==> run_1/met4.png <==
The bar under the picture is 20 um long.
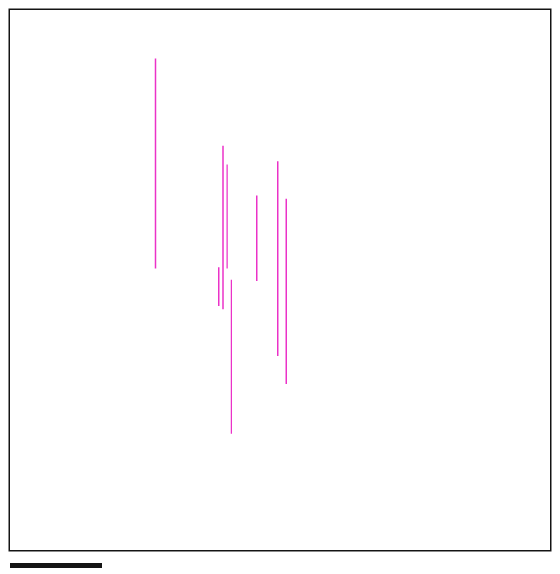
==> run_1/metal_stack.png <==
Two of the layers only.
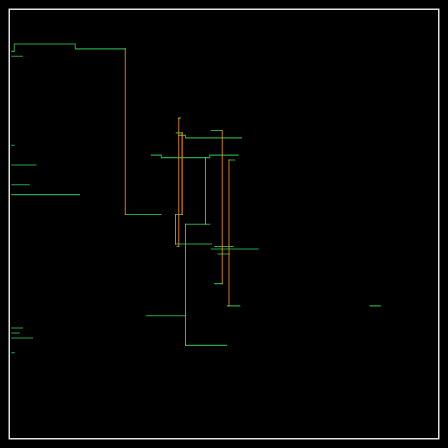
==> run_1/gate_families.png <==
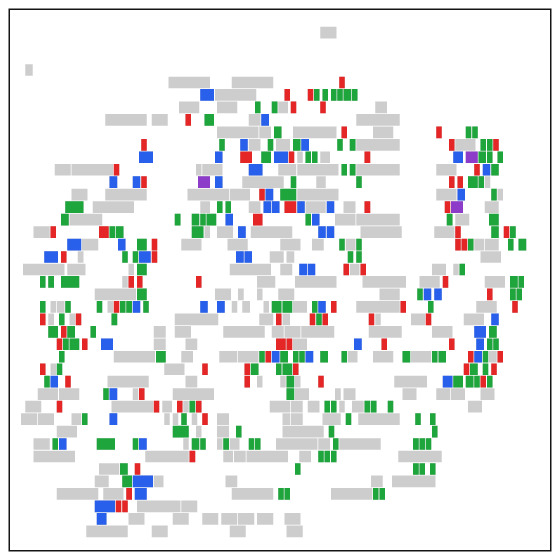
--- config.mk ---
export PLATFORM = sky130hd
export DESIGN_NAME = guess_solver
export DESIGN_NICKNAME = d
export VERILOG_FILES = /design/src/rtl/guess_pkg.sv /design/src/rtl/search_range.sv /design/src/rtl/guess_solver.sv
export SDC_FILE = /design/constraint.sdc
export NUM_CORES = 1
export LEC_CHECK = 0
export ABC_AREA = 1
export CORE_MARGIN = 2
export CORE_UTILIZATION = 25
export CTS_CLUSTER_SIZE = 10
export DETAILED_ROUTE_END_ITERATION = 8
export PLACE_DENSITY = 0.39
export SETUP_SLACK_MARGIN = 0.3
export SLEW_MARGIN = 10
export SYNTH_ARGS = -nofsm -noshare
export SYNTH_HDL_FRONTEND = slang
export SYNTH_HIERARCHICAL = 1
export SYNTH_SLANG_ARGS = --single-unit
--- constraint.sdc ---
create_clock -name clk -period 3.6 [get_ports clk]
set_input_delay 0.72 -clock clk [delete_from_list [all_inputs] [get_ports clk]]
set_output_delay 0.72 -clock clk [all_outputs]
set_load 0.01 [all_outputs]
--- src/rtl/guess_pkg.sv ---
// Shared types for the number-guessing solver.
//   state_t : solver FSM states
//   resp_t  : latched player answer
//   onehot3 : true when exactly one of three buttons is pressed
package guess_pkg;

   typedef enum logic [2:0] {
      S_IDLE,
      S_GUESS,
      S_WAIT_RESP,
      S_WAIT_RELEASE,
      S_UPDATE,
      S_WON,
      S_LOST,
      S_CHEAT
   } state_t;

   typedef enum logic [1:0] {
      R_OVER,
      R_UNDER,
      R_EQUAL
   } resp_t;

   // Odd parity rules out 0 and 2 pressed; the AND term rules out all three.
   function automatic logic onehot3(input logic a, input logic b, input logic c);
      return (a ^ b ^ c) & ~(a & b & c);
   endfunction

endpackage

--- src/rtl/search_range.sv ---
// Binary-search window [lo, hi] for the guess solver.
// Ports:
//   clk, rst_n       clock, async active-low reset
//   i_init           reload full range 0 .. 2**WIDTH-1
//   i_narrow_down    guess was too high: hi = guess-1
//   i_narrow_up      guess was too low:  lo = guess+1
//   i_guess          guess the narrowing is relative to
//   o_mid            midpoint of the current window
//   o_cross          window after the pending update would be empty (lo > hi)
module search_range #(
   parameter int WIDTH = 8
) (
   input  logic             clk,
   input  logic             rst_n,
   input  logic             i_init,
   input  logic             i_narrow_down,
   input  logic             i_narrow_up,
   input  logic [WIDTH-1:0] i_guess,
   output logic [WIDTH-1:0] o_mid,
   output logic             o_cross
);

   // One extra bit so guess+1 at the top and guess-1 at the bottom cannot wrap.
   localparam logic [WIDTH:0] MAX_V = {1'b0, {WIDTH{1'b1}}};
   localparam logic [WIDTH:0] ONE_V = {{WIDTH{1'b0}}, 1'b1};

   logic [WIDTH:0] r_lo;
   logic [WIDTH:0] r_hi;
   logic [WIDTH:0] w_lo_nxt;
   logic [WIDTH:0] w_hi_nxt;

   always_comb begin
      w_lo_nxt = r_lo;
      w_hi_nxt = r_hi;
      if (i_init) begin
         w_lo_nxt = '0;
         w_hi_nxt = MAX_V;
      end else if (i_narrow_down) begin
         w_hi_nxt = {1'b0, i_guess} - ONE_V;
      end else if (i_narrow_up) begin
         w_lo_nxt = {1'b0, i_guess} + ONE_V;
      end
   end

   // Flag reflects the window as it will be after this cycle's update, so the
   // FSM can decide cheat in the same cycle it narrows.
   assign o_cross = (w_lo_nxt > w_hi_nxt);

   // While the window is non-empty, lo <= hi <= MAX_V, so the midpoint fits WIDTH bits.
   assign o_mid = WIDTH'(r_lo + ((r_hi - r_lo) >> 1));

   always_ff @(posedge clk or negedge rst_n) begin
      if (!rst_n) begin
         r_lo <= '0;
         r_hi <= MAX_V;
      end else begin
         r_lo <= w_lo_nxt;
         r_hi <= w_hi_nxt;
      end
   end

endmodule

--- src/rtl/guess_solver.sv ---
// Machine-side binary-search guesser for the number game.
// The player holds the secret and answers each guess with over/under/equal.
//
//   state          | meaning
//   S_IDLE         | after reset, waiting for i_start
//   S_GUESS        | present midpoint, consume one try
//   S_WAIT_RESP    | guess valid, waiting for exactly one button
//   S_WAIT_RELEASE | answer latched, waiting for all buttons low
//   S_UPDATE       | apply answer, pick next state
//   S_WON          | equal received (terminal)
//   S_LOST         | tries exhausted (terminal)
//   S_CHEAT        | answers inconsistent (terminal)
//
// Ports:
//   clk, reset_n     clock, async active-low reset
//   i_start          start a new game from idle/terminal
//   i_over/i_under/i_equal  player answer buttons (levels)
//   o_guess, o_guess_valid  current guess and answer-wanted strobe
//   o_tries_left     guesses remaining
//   o_busy           game in progress
//   o_won/o_lost/o_cheat    sticky result flags
module guess_solver
   import guess_pkg::*;
#(
   parameter int WIDTH     = 8,
   parameter int MAX_TRIES = 9,
   parameter int TRY_W     = 4
) (
   input  logic             clk,
   input  logic             reset_n,
   input  logic             i_start,
   input  logic             i_over,
   input  logic             i_under,
   input  logic             i_equal,
   output logic [WIDTH-1:0] o_guess,
   output logic             o_guess_valid,
   output logic [TRY_W-1:0] o_tries_left,
   output logic             o_busy,
   output logic             o_won,
   output logic             o_lost,
   output logic             o_cheat
);

   localparam logic [TRY_W-1:0] TRIES_INIT = TRY_W'(MAX_TRIES);

   state_t           r_state;
   resp_t            r_resp;
   logic [WIDTH-1:0] r_guess;
   logic             r_valid;
   logic [TRY_W-1:0] r_tries;
   logic             r_busy;
   logic             r_won;
   logic             r_lost;
   logic             r_cheat;

   logic             w_startable;
   logic             w_init;
   logic             w_edge_cheat;
   logic             w_narrow_down;
   logic             w_narrow_up;
   logic [WIDTH-1:0] w_mid;
   logic             w_cross;
   logic             w_any_btn;

   assign w_startable = (r_state == S_IDLE) || (r_state == S_WON) ||
                        (r_state == S_LOST) || (r_state == S_CHEAT);
   assign w_init      = w_startable && i_start;
   assign w_any_btn   = i_over | i_under | i_equal;

   // Answers that would push the window outside 0..max are caught before
   // narrowing so the range registers never see an out-of-range bound.
   assign w_edge_cheat  = ((r_resp == R_OVER)  && (r_guess == '0)) ||
                          ((r_resp == R_UNDER) && (&r_guess));
   assign w_narrow_down = (r_state == S_UPDATE) && (r_resp == R_OVER)  && !w_edge_cheat;
   assign w_narrow_up   = (r_state == S_UPDATE) && (r_resp == R_UNDER) && !w_edge_cheat;

   search_range #(
      .WIDTH (WIDTH)
   ) u_range (
      .clk           (clk),
      .rst_n         (reset_n),
      .i_init        (w_init),
      .i_narrow_down (w_narrow_down),
      .i_narrow_up   (w_narrow_up),
      .i_guess       (r_guess),
      .o_mid         (w_mid),
      .o_cross       (w_cross)
   );

   always_ff @(posedge clk or negedge reset_n) begin
      if (!reset_n) begin
         r_state <= S_IDLE;
         r_resp  <= R_OVER;
         r_guess <= '0;
         r_valid <= 1'b0;
         r_tries <= TRIES_INIT;
         r_busy  <= 1'b0;
         r_won   <= 1'b0;
         r_lost  <= 1'b0;
         r_cheat <= 1'b0;
      end else begin
         case (r_state)
            S_IDLE, S_WON, S_LOST, S_CHEAT: begin
               if (i_start) begin
                  r_tries <= TRIES_INIT;
                  r_won   <= 1'b0;
                  r_lost  <= 1'b0;
                  r_cheat <= 1'b0;
                  r_busy  <= 1'b1;
                  r_state <= S_GUESS;
               end
            end
            S_GUESS: begin
               r_guess <= w_mid;
               r_tries <= r_tries - 1'b1;
               r_valid <= 1'b1;
               r_state <= S_WAIT_RESP;
            end
            S_WAIT_RESP: begin
               if (onehot3(i_over, i_under, i_equal)) begin
                  if (i_over) begin
                     r_resp <= R_OVER;
                  end else if (i_under) begin
                     r_resp <= R_UNDER;
                  end else begin
                     r_resp <= R_EQUAL;
                  end
                  r_valid <= 1'b0;
                  r_state <= S_WAIT_RELEASE;
               end
            end
            S_WAIT_RELEASE: begin
               if (!w_any_btn) begin
                  r_state <= S_UPDATE;
               end
            end
            S_UPDATE: begin
               if (r_resp == R_EQUAL) begin
                  r_won   <= 1'b1;
                  r_busy  <= 1'b0;
                  r_state <= S_WON;
               end else if (w_edge_cheat || w_cross) begin
                  r_cheat <= 1'b1;
                  r_busy  <= 1'b0;
                  r_state <= S_CHEAT;
               end else if (r_tries == '0) begin
                  r_lost  <= 1'b1;
                  r_busy  <= 1'b0;
                  r_state <= S_LOST;
               end else begin
                  r_state <= S_GUESS;
               end
            end
            default: begin
               r_state <= S_IDLE;
            end
         endcase
      end
   end

   assign o_guess       = r_guess;
   assign o_guess_valid = r_valid;
   assign o_tries_left  = r_tries;
   assign o_busy        = r_busy;
   assign o_won         = r_won;
   assign o_lost        = r_lost;
   assign o_cheat       = r_cheat;

endmodule
==> results.toml, run 1 <==
# synthesis and place-and-route metrics
[clock_tree]
cts_tree = "done"
cts_resized = 3
cts-hold-fix-buffers = 0
cts.reportedPaths.clkPinSlew_ns = 0.06
insertion_delay_ns = 0.29
clock_path_buffers = 2
numCtsBuffers = 5
cts_setup_buffers = 1
clockRootBuffer = "clkbuf_16"

[power]
power_mw = 3.571

[worst_setup_path]
critPathCapture = "r_state[2]"
rr_worst_depth = 23
rrSetupSlack_ns = 0.50
critPathLaunchType = "register"
worstSetupStartpoint = "r_resp[1]"
end_kind = "register"
cp.depth = 23
crit_fanout = 7
crit_type = "register to register"

[cells_and_area]
final_nets = 542
largest_class = "multi-input combinational cells"
regArea_sq_um = 1016
drive_gt1_share_pct = 19.60
logic_area_sq_um = 1962
n_antenna_cell = 0
fin_area_sq_um = 4100
final_core_util_pct = 32.49
layout.cells.non_filler = 677
area_share_clock_buf_inv_pct = 3.357
n_fill_cell = 1390

[synth]
synth.comb.largest_family = "simple AND/OR/NAND/NOR gates"
synthArstFlopShare_pct = 100.0
ys_sh_mux_pct = 0
synthSimpleGateAreaFrac_pct = 30.41
ys_sh_xor_pct = 4.598
synth-seq-cells = 40
syn-cell-area_sq_um = 3238
ff_type = "dfrtp_1"
syn-num-nets = 487
synth.area.top_cells = "dfrtp_1 (23%), nand2_1 (13%), ha_1 (12%), inv_1 (8.6%), dfstp_2 (8.1%)"
netlist_instances = 449
synth_adder_area_share_pct = 12.83
ys_seq_share_pct = 31.30
edf_count = 0
synth.avg_cell_area_sq_um = 7.212
yosysTopAreaCellShare_pct = 23.18

[status]
status = "finished clean"

[global_routing]
grt_pass1_wl_mm = 15.38
grt.busiest_layer = "met2"
met1_usage_pct = 18.07
grt.met3_usage_pct = 2.132
grt-ovfl-total = 0
grt_max_degree = 39

[hold_path]
holdPathStages = 2
hold_start = "o_guess_valid"
holdPathEnd = "o_guess_valid"

[drt]
routedWlPerCell_um = 13.73
drt-total-wl_mm = 9.295
drt-initial-drc-count = 61
drcViolationCount = 0
firstDrtPassIters = 4
vias_per_cell = 4.422

[sta]
setup_viol = 0
setup_tns_ns = 0
finClkSkew_ns = 0.005556
relSlewSlack_pct = 36.58
fmax_mhz = 322.4
tightest_slew_ns = 0.9513

[job]
openroad.warnings = 31

[die]
dieHeight_um = 117.8
taps = 172
dieArea_sq_um = 13880

[place]
place_congestion = 0.8917
place_area_sq_um = 3725
Back to the opening pictures, met4.png:
main direction = vertical
nets with wire on the layer = 6
wire length on this layer = 246 um
share of all routed wire = 2.6%

Back to the opening pictures, metal_stack.png:
green -> met3  # wire length 209 um
orange -> met4  # wire length 246 um

Back to the opening pictures, gate_families.png:
purple -> AND-OR and OR-AND gates  # cells 3
red -> inverters  # cells 82
green -> NAND gates  # cells 158
blue -> inverting AOI/OAI gates  # cells 56

==> run 1: power by group <==
| group | total, mW | internal (mW) | switching, mW |
|---|---|---|---|
| logic | 2.30 | 0.932 | 1.37 |
| registers | 0.834 | 0.660 | 0.174 |
| clock network | 0.439 | 0.257 | 0.182 |
==> run 1: worst reg2reg max path: cells and delay by family (launching register included) <==
family	cells	cell delay (ns)
compound gates	3	0.46
fa+ha+maj	1	0.30
buf+inv	5	0.39
flops	1	0.42
simple gates	14	1.42
==> run 1: cell usage after synthesis (4+ instances only) <==
| cell | n |
|---|---|
| a21oi_1 | 24 |
| dfrtp_1 | 30 |
| dfstp_2 | 10 |
| ha_1 | 30 |
| inv_1 | 74 |
| inv_2 | 6 |
| nand2_1 | 114 |
| nand3_1 | 26 |
| nand4_1 | 13 |
| nor2_1 | 37 |
| nor2_2 | 6 |
| nor3_1 | 6 |
| o21ai_0 | 15 |
| o21ai_1 | 5 |
| xnor2_1 | 4 |
| xor2_1 | 13 |
==> run 1: placed cells by master, fill, tap and decap left out, types with 10 or more instances in the layout <==
cell type,instances
o21ai_0,14
buf_4,26
dfrtp_1,28
nand4_1,13
nor2_2,11
xor2_1,13
nand2_1,112
a21oi_1,22
inv_1,70
ha_1,30
dfstp_2,10
nand3_1,24
clkdlybuf4s50_1,21
nor2_1,30
==> run 1: cells by family after synthesis <==
kind of cell,count (synthesis)
simple gates,216
buf+inv,85
compound gates,59
flops,40
fa+ha+maj,32
xor+xnor,17
==> run 1: flip-flops by register name, indices dropped and copies added, names as in the netlist <==
signal,flops
o_busy,1
o_cheat,1
o_guess,8
o_guess_valid,1
o_lost,1
o_tries_left,4
o_won,1
r_resp,2
r_state,3
u_range/r_hi,9
u_range/r_lo,9
==> run 2: changes to the inputs <==
--- a/config.mk
+++ b/config.mk
@@ -6,11 +6,11 @@
 export NUM_CORES = 1
 export LEC_CHECK = 0
 export ABC_AREA = 1
-export CORE_MARGIN = 2
-export CORE_UTILIZATION = 25
+export CORE_MARGIN = 5
+export CORE_UTILIZATION = 35
 export CTS_CLUSTER_SIZE = 10
 export DETAILED_ROUTE_END_ITERATION = 8
-export PLACE_DENSITY = 0.39
+export PLACE_DENSITY = 0.5
 export SETUP_SLACK_MARGIN = 0.3
 export SLEW_MARGIN = 10
 export SYNTH_ARGS = -nofsm -noshare
==> run_2/registers.png <==
The bar under the picture is 20 um long. Other sequential cells in the stronger gray, the rest of the logic in the fainter gray.
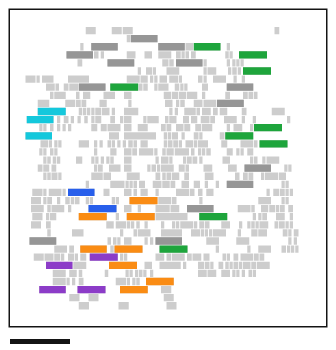
blue -> `r_resp`  # flops 2
cyan -> `r_state`  # flops 3
orange -> `o_guess`  # flops 8
purple -> `o_tries_left`  # flops 4, where bottom left
green -> `u_range/r_hi`  # flops 9

==> run_2/metal_stack.png <==
Two of the layers only.
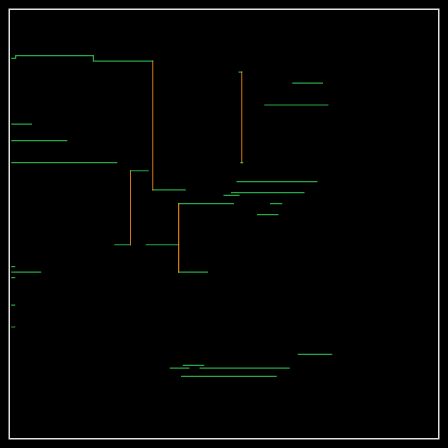
orange -> met4  # wire length 89.8 um
green -> met3  # wire length 273 um

==> run_2/final_congestion.png <==
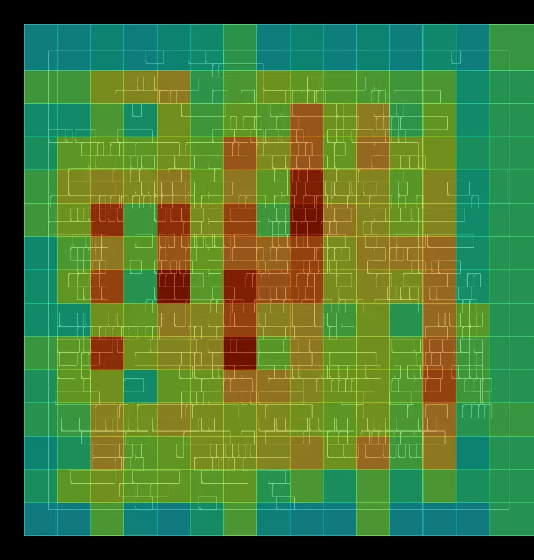
GR Layer Usage met1: 19.89%
Avg WL per Cell: 13.62 um

==> run 2 against run 1 <==
  * Area after synthesis stayed put
  * Clock skew grew 0.0095 ns
  * First-iteration DRC count increased by 85%
  * Sequential share of layout area up 0.59 points
  * Core utilization increased by 12 points
  * Highest routed layer unchanged
  * Sequential power grew 3.5%
  * Register-to-register slack improved by 0.06 ns
  * Critical path type unchanged
  * Maximum frequency grew 1.9%
  * Setup slack gained 0.057 ns
  * Synthesized cell count unchanged
==> results.toml, run 2 <==
# synthesis and place-and-route metrics
[clock_tree]
insertion_delay_ns = 0.30
cts-hold-fix-buffers = 0
cts_tree = "done"
cts.reportedPaths.clkPinSlew_ns = 0.09
clockRootBuffer = "clkbuf_8"
numCtsBuffers = 5

[synth]
ys_sh_xor_pct = 4.598
edf_count = 0
most_common_cell = "nand2_1"
ff_type = "dfrtp_1"
yosys_cells = 449
synth.comb.largest_family = "simple AND/OR/NAND/NOR gates"
syn-num-nets = 487
ys_seq_share_pct = 31.30
synthSimpleGateAreaFrac_pct = 30.41
synth.area.top_cells = "dfrtp_1 (23%), nand2_1 (13%), ha_1 (12%), inv_1 (8.6%), dfstp_2 (8.1%)"
synthArstFlopShare_pct = 100.0
synth.avg_cell_area_sq_um = 7.212
yosysTopAreaCellShare_pct = 23.18
syn-cell-area_sq_um = 3238
synth_adder_area_share_pct = 12.83
netlist_instances = 449
synth-seq-cells = 40
ys_top_cells_by_count = "nand2_1 (114), inv_1 (74), nor2_1 (37)"

[sta]
setup_tns_ns = 0
tightest_slew_ns = 0.9256
finClkSkew_ns = 0.01505
relSlewSlack_pct = 38.29
fmax_mhz = 328.4
setup_viol = 0

[worst_setup_path]
critPathLaunchType = "register"
crit_fanout = 6
end_kind = "register"
cp.arrival_ns = 3.23
crit_type = "register to register"
worstSetupStartpoint = "r_resp[1]"

[drt]
drt-total-wl_mm = 8.429
firstDrtPassIters = 4
drt-initial-drc-count = 113
vias_per_cell = 4.796
drcViolationCount = 0

[power]
pwr-share-seq_pct = 23.9
powerComb_mw = 2.30
power_mw = 3.614
combPwrFrac_pct = 63.7
p_int_mw = 1.913
powerClk_mw = 0.447
power.density_nw_per_um2 = 894.6
power_switching_mw = 1.702
sequentialPower_mw = 0.863
switching_share_pct = 47.08
clock_power_share_pct = 12.4

[die]
dieHeight_um = 106.2
core_area_sq_um = 9109
dieArea_sq_um = 11280

[status]
status = "finished clean"

[cells_and_area]
n_antenna_cell = 0
n_fill_cell = 937
drive_gt1_share_pct = 21.85
final_cell_mix = "nand2_1 (111), inv_1 (70), nor2_1 (30), ha_1 (30), buf_4 (30)"
lay_top_count = "nand2_1"
layout.cells.non_filler = 619

[global_routing]
grt_max_degree = 41
grt_pass1_wl_mm = 13.97
grt-ovfl-total = 0

[place]
place_congestion = 0.8261

[job]
openroad.warnings = 31

[hold_path]
hold_start = "o_guess_valid"
==> run 2: cell counts after synthesis <==
No cell type changed its count.
==> run 2: routing by layer <==
layer	GRT usage, %	up-vias	wire length, um
li1	-	1547	-
met1	19.89	1371	3839
met2	26.74	42	4227
met3	2.550	9	272
met4	3.515	0	89
met5	0	-	0
==> run 2: final cells by class <==
class	count	area, sq um	area share (%)
inverter	81	312.8	7.742
tap	111	138.9	3.438
timing repair inverter	1	7.507	0.1858
sequential	40	1025	25.36
multi-input combinational	324	1967	48.68
clock buffer	6	72.57	1.796
clock inverter	2	60.06	1.487
timing repair buffer	54	456.7	11.30
==> run 2: per-stage QoR <==
step	area, sq um	hold WS, ns	util, %
after detailed placement	3618	0.4956	39.73
final	4040	0.5132	44.35
after global placement	3618	0.4969	39.73
after global routing	4040	0.5491	44.35
after floorplan	3238	0.4244	-
after CTS	3751	0.5235	41.18
==> run 2: tightest hold or removal path, stage by stage, from the launching register on <==
cell and delay, ns:
dfrtp_1 0.35, o21ai_0 0.08, nand2_1 0.06
==> run 2: cells by family after synthesis <==
logic type,Yosys count
AND/OR/NAND/NOR,216
buffers and inverters,85
AND-OR/OR-AND,59
flip-flops,40
adder cells (fa/ha/maj),32
XOR/XNOR,17
==> run 2: worst paths after layout <==
path	to	slack [ns]	depth (start not counted)
setup reg to reg	r_state[2]	0.56	22
setup / recovery	r_state[2]	0.56	22
hold / removal	o_guess_valid	0.51	2
min in group asynchronous	u_range/r_hi[8]	0.55	1
hold reg to reg	o_guess_valid	0.51	2
max in group asynchronous	o_guess[6]	2.39	1
==> run 2: what timing repair did <==
| item | 4_1_cts | 5_1_grt |
|---|---|---|
| setup buffers | 0 | 24 |
| setup endpoints to repair | 0 | 6 |
| gates resized | 0 | 41 |
==> run 3: changes to the inputs <==
--- a/config.mk
+++ b/config.mk
@@ -10,7 +10,7 @@
 export CORE_UTILIZATION = 35
 export CTS_CLUSTER_SIZE = 10
 export DETAILED_ROUTE_END_ITERATION = 8
-export PLACE_DENSITY = 0.5
+export PLACE_DENSITY = 0.52
 export SETUP_SLACK_MARGIN = 0.3
 export SLEW_MARGIN = 10
 export SYNTH_ARGS = -nofsm -noshare
==> constraint.sdc (replaced) <==
create_clock -name clk -period 2.6 [get_ports clk]
set_input_delay 0.52 -clock clk [delete_from_list [all_inputs] [get_ports clk]]
set_output_delay 0.52 -clock clk [all_outputs]
set_load 0.01 [all_outputs]
==> run_3/final_congestion.png <==
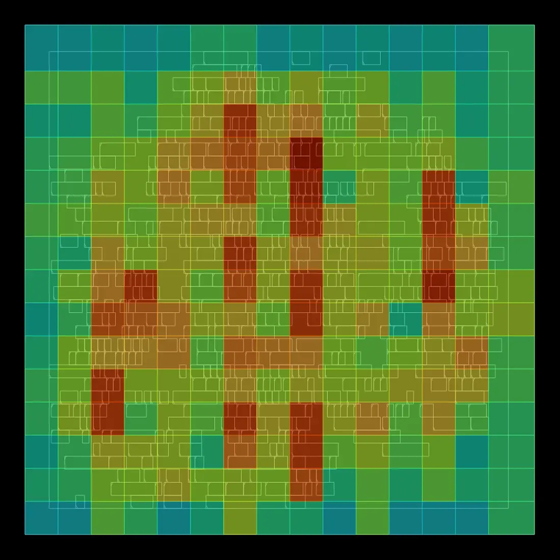
routing usage on met3: 2.247%
Global Route Usage Sum: 17.32%
GR Layer Usage met1: 22.34%
routing usage on met2: 30.90%

==> run_3/gate_families.png <==
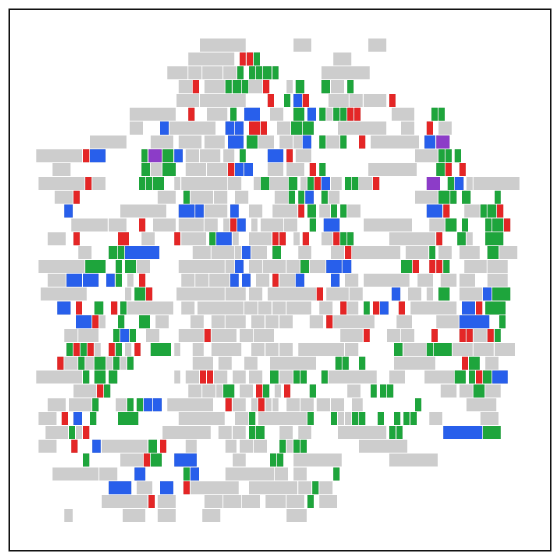
purple -> AND-OR and OR-AND gates  # cells 3
green -> NAND gates  # cells 158
red -> inverters  # cells 81
blue -> inverting AOI/OAI gates  # cells 56

==> run_3/drive_strength.png <==
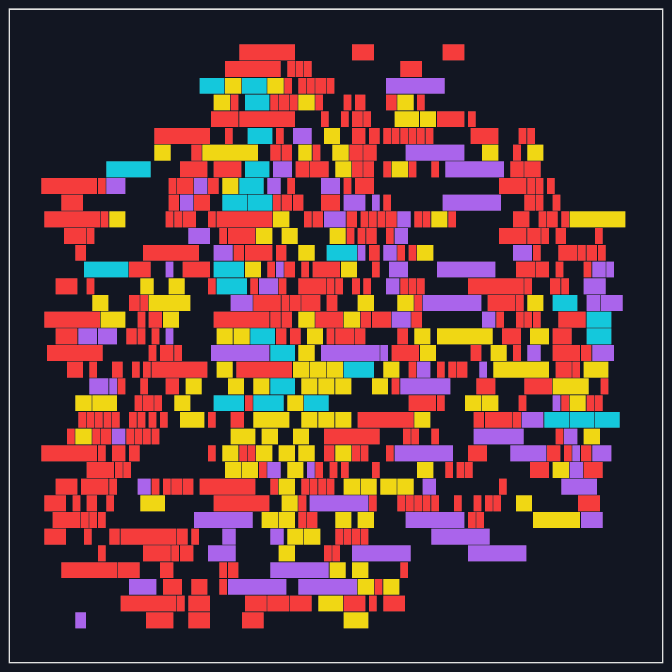
yellow -> drive 3 to 4  # cells 113, share 19%, most used buf_4
red -> drive 1 or less  # cells 368, share 63%, most used nand2_1
purple -> drive 2  # cells 79, share 13%, most used inv_2
cyan -> drive 6 and up  # cells 26, share 4.4%, most used buf_6

==> run 3 against run 2 <==
  * The run now ends with setup timing left
  * Setup slack got worse by 0.99 ns
  * Clock power barely moved
  * Maximum frequency rose by 0.47%
  * Critical path depth rose by 1
  * Count of clock-buffer cells in the layout rose by 1
  * Area after synthesis did not move
  * Register-to-register slack got worse by 0.99 ns
  * Core utilization rose by 8.7 points
  * Via count rose by 11%
  * Wire length rose by 13%
  * Sequential share of layout area fell by 4.2 points
  * Global-route usage rose by 2.0 points
==> results.toml, run 3 <==
# synthesis and place-and-route metrics
[worst_setup_path]
r2r_end = "o_busy"
critPathCapture = "o_busy"
worstSetupStartpoint = "o_guess[1]"
end_kind = "register"
crit_type = "register to register"
critPathRequiredTime_ns = 2.79
rr_worst_depth = 23
crit_fanout = 4
critPathLaunchType = "register"
rr_startpoint = "o_guess[1]"
rrSetupSlack_ns = -0.43
cp.arrival_ns = 3.22

[sta]
finClkSkew_ns = 0.007308
slew_viol_final = 0
timing.final.ws_setup_ns = -0.4305
setup_tns_ns = -2.416
fmax_mhz = 330.0
tightest_slew_ns = 0.9162
hold_viol_final = 0
min_period_ns = 3.030
relSlewSlack_pct = 38.92
setup_viol = 7
finalClockPeriodUsage_pct = 116.6
hold_slack_ns = 0.3383

[clock_tree]
cts.sinks = 40
numCtsBuffers = 5
clock_path_buffers = 2
cts.reportedPaths.clkPinSlew_ns = 0.08
cts_tree = "done"
clockRootBuffer = "clkbuf_8"
insertion_delay_ns = 0.29

[cells_and_area]
n_fill_cell = 848
layout.cells.non_filler = 697
final_nets = 623
logic_area_sq_um = 2141
n_antenna_cell = 0
regArea_sq_um = 1023
lay_top_count = "nand2_1"
fin_area_sq_um = 4835
final_cell_mix = "nand2_1 (105), buf_4 (92), inv_1 (67)"
final_core_util_pct = 53.08
drive_gt1_share_pct = 37.20

[global_routing]
grt_pass1_wl_mm = 15.83
grt-ovfl-total = 0
antenna_found_initial = 0
grt_max_degree = 37

[synth]
most_common_cell = "nand2_1"
edf_count = 0
syn-num-nets = 487
ys_seq_share_pct = 31.30
yosysTopAreaCellShare_pct = 23.18
ys_top_cells_by_count = "nand2_1 (114), inv_1 (74), nor2_1 (37)"
synth.avg_cell_area_sq_um = 7.212
yosys_cells = 449
synth_cell_types = 40
synth.area.top_cells = "dfrtp_1 (23%), nand2_1 (13%), ha_1 (12%), inv_1 (8.6%), dfstp_2 (8.1%)"
yosysTopAreaCell = "dfrtp_1"
netlist_instances = 449
syn-cell-area_sq_um = 3238
ff_type = "dfrtp_1"
synth_chip_area_sq_um = 3238
synthArstFlopShare_pct = 100.0
ys_warn_count = 6
synth-seq-cells = 40

[power]
power.density_nw_per_um2 = 1235
vdd_drop_max_mv = 0.7740
power_mw = 5.972

[place]
dp_cells = 642
place_area_sq_um = 4089
dp_slack_ns = -0.4184
place_congestion = 0.9351
io_buffer_count = 22

[drt]
firstDrtPassIters = 4
vias_per_cell = 4.733
drcViolationCount = 0
routedWlPerCell_um = 13.66
num_vias = 3299
drt-total-wl_mm = 9.521
drt-initial-drc-count = 145
ant_nets = 0

[die]
core_area_sq_um = 9109
io_pins = 23
dieWidth_um = 106.2
rows = 35
dieArea_sq_um = 11280
dieHeight_um = 106.2
fp_util_pct = 35.55

[hold_path]
hp-class = "input port to async pin"

[status]
status = "finished, violations left"
failed_checks = "setup timing"

[job]
openroad.warnings = 33
maxCapViolCount = 0
run 3: cell counts after synthesis:
Identical to the previous run, type by type.
run 3: final cells by class:
type	count	area share (%)
Clock buffer	7	1.786
Clock inverter	1	0.1553
Inverter	81	6.392
Multi-Input combinational cell	324	44.28
Sequential cell	40	21.17
Tap cell	111	2.873
Timing Repair Buffer	133	23.34
run 3: worst max-delay path, cell delays in order (launching register included):
cell and delay, ns:
dfrtp_2 0.45, nor2_4 0.13, nand2_1 0.06, nor2_1 0.08
nand2_1 0.09, buf_4 0.14, buf_4 0.12, buf_4 0.12
buf_4 0.12, buf_4 0.12, buf_4 0.12, buf_4 0.12
buf_4 0.12, buf_4 0.12, buf_6 0.10, buf_4 0.12
buf_4 0.13, buf_4 0.13, buf_4 0.13, buf_4 0.12
nand4_1 0.13, nand2_1 0.07, nand3_1 0.06, nand2_1 0.05
run 3: cells by family after synthesis:
logic type | Yosys count | synth area share [%]
fa+ha+maj | 32 | 12.83
buf+inv | 85 | 10.28
flops | 40 | 31.30
compound gates | 59 | 10.59
simple gates | 216 | 30.41
xor+xnor | 17 | 4.598
run 3: what timing repair did:
action | in CTS | in global routing
endpoints found under the setup margin | 11 | 13
hold buffers | 0 | 0
endpoints found under the hold margin | 0 | 0
setup buffers | 37 | 10
pin swaps | 42 | 32
resized | 51 | 25
run 3: routing by layer:
layer	GRT usage, %	share of wire (%)
met1	22.34	44
met2	30.90	51
met3	2.247	4.1
met4	3.608	0.72
met5	0	0
run 3: where the power goes:
group	switching [mW]	internal [mW]
clock	0.228	0.216
combinational	2.32	2.08
sequential	0.208	0.921
Power and IR drop assume default switching activity.
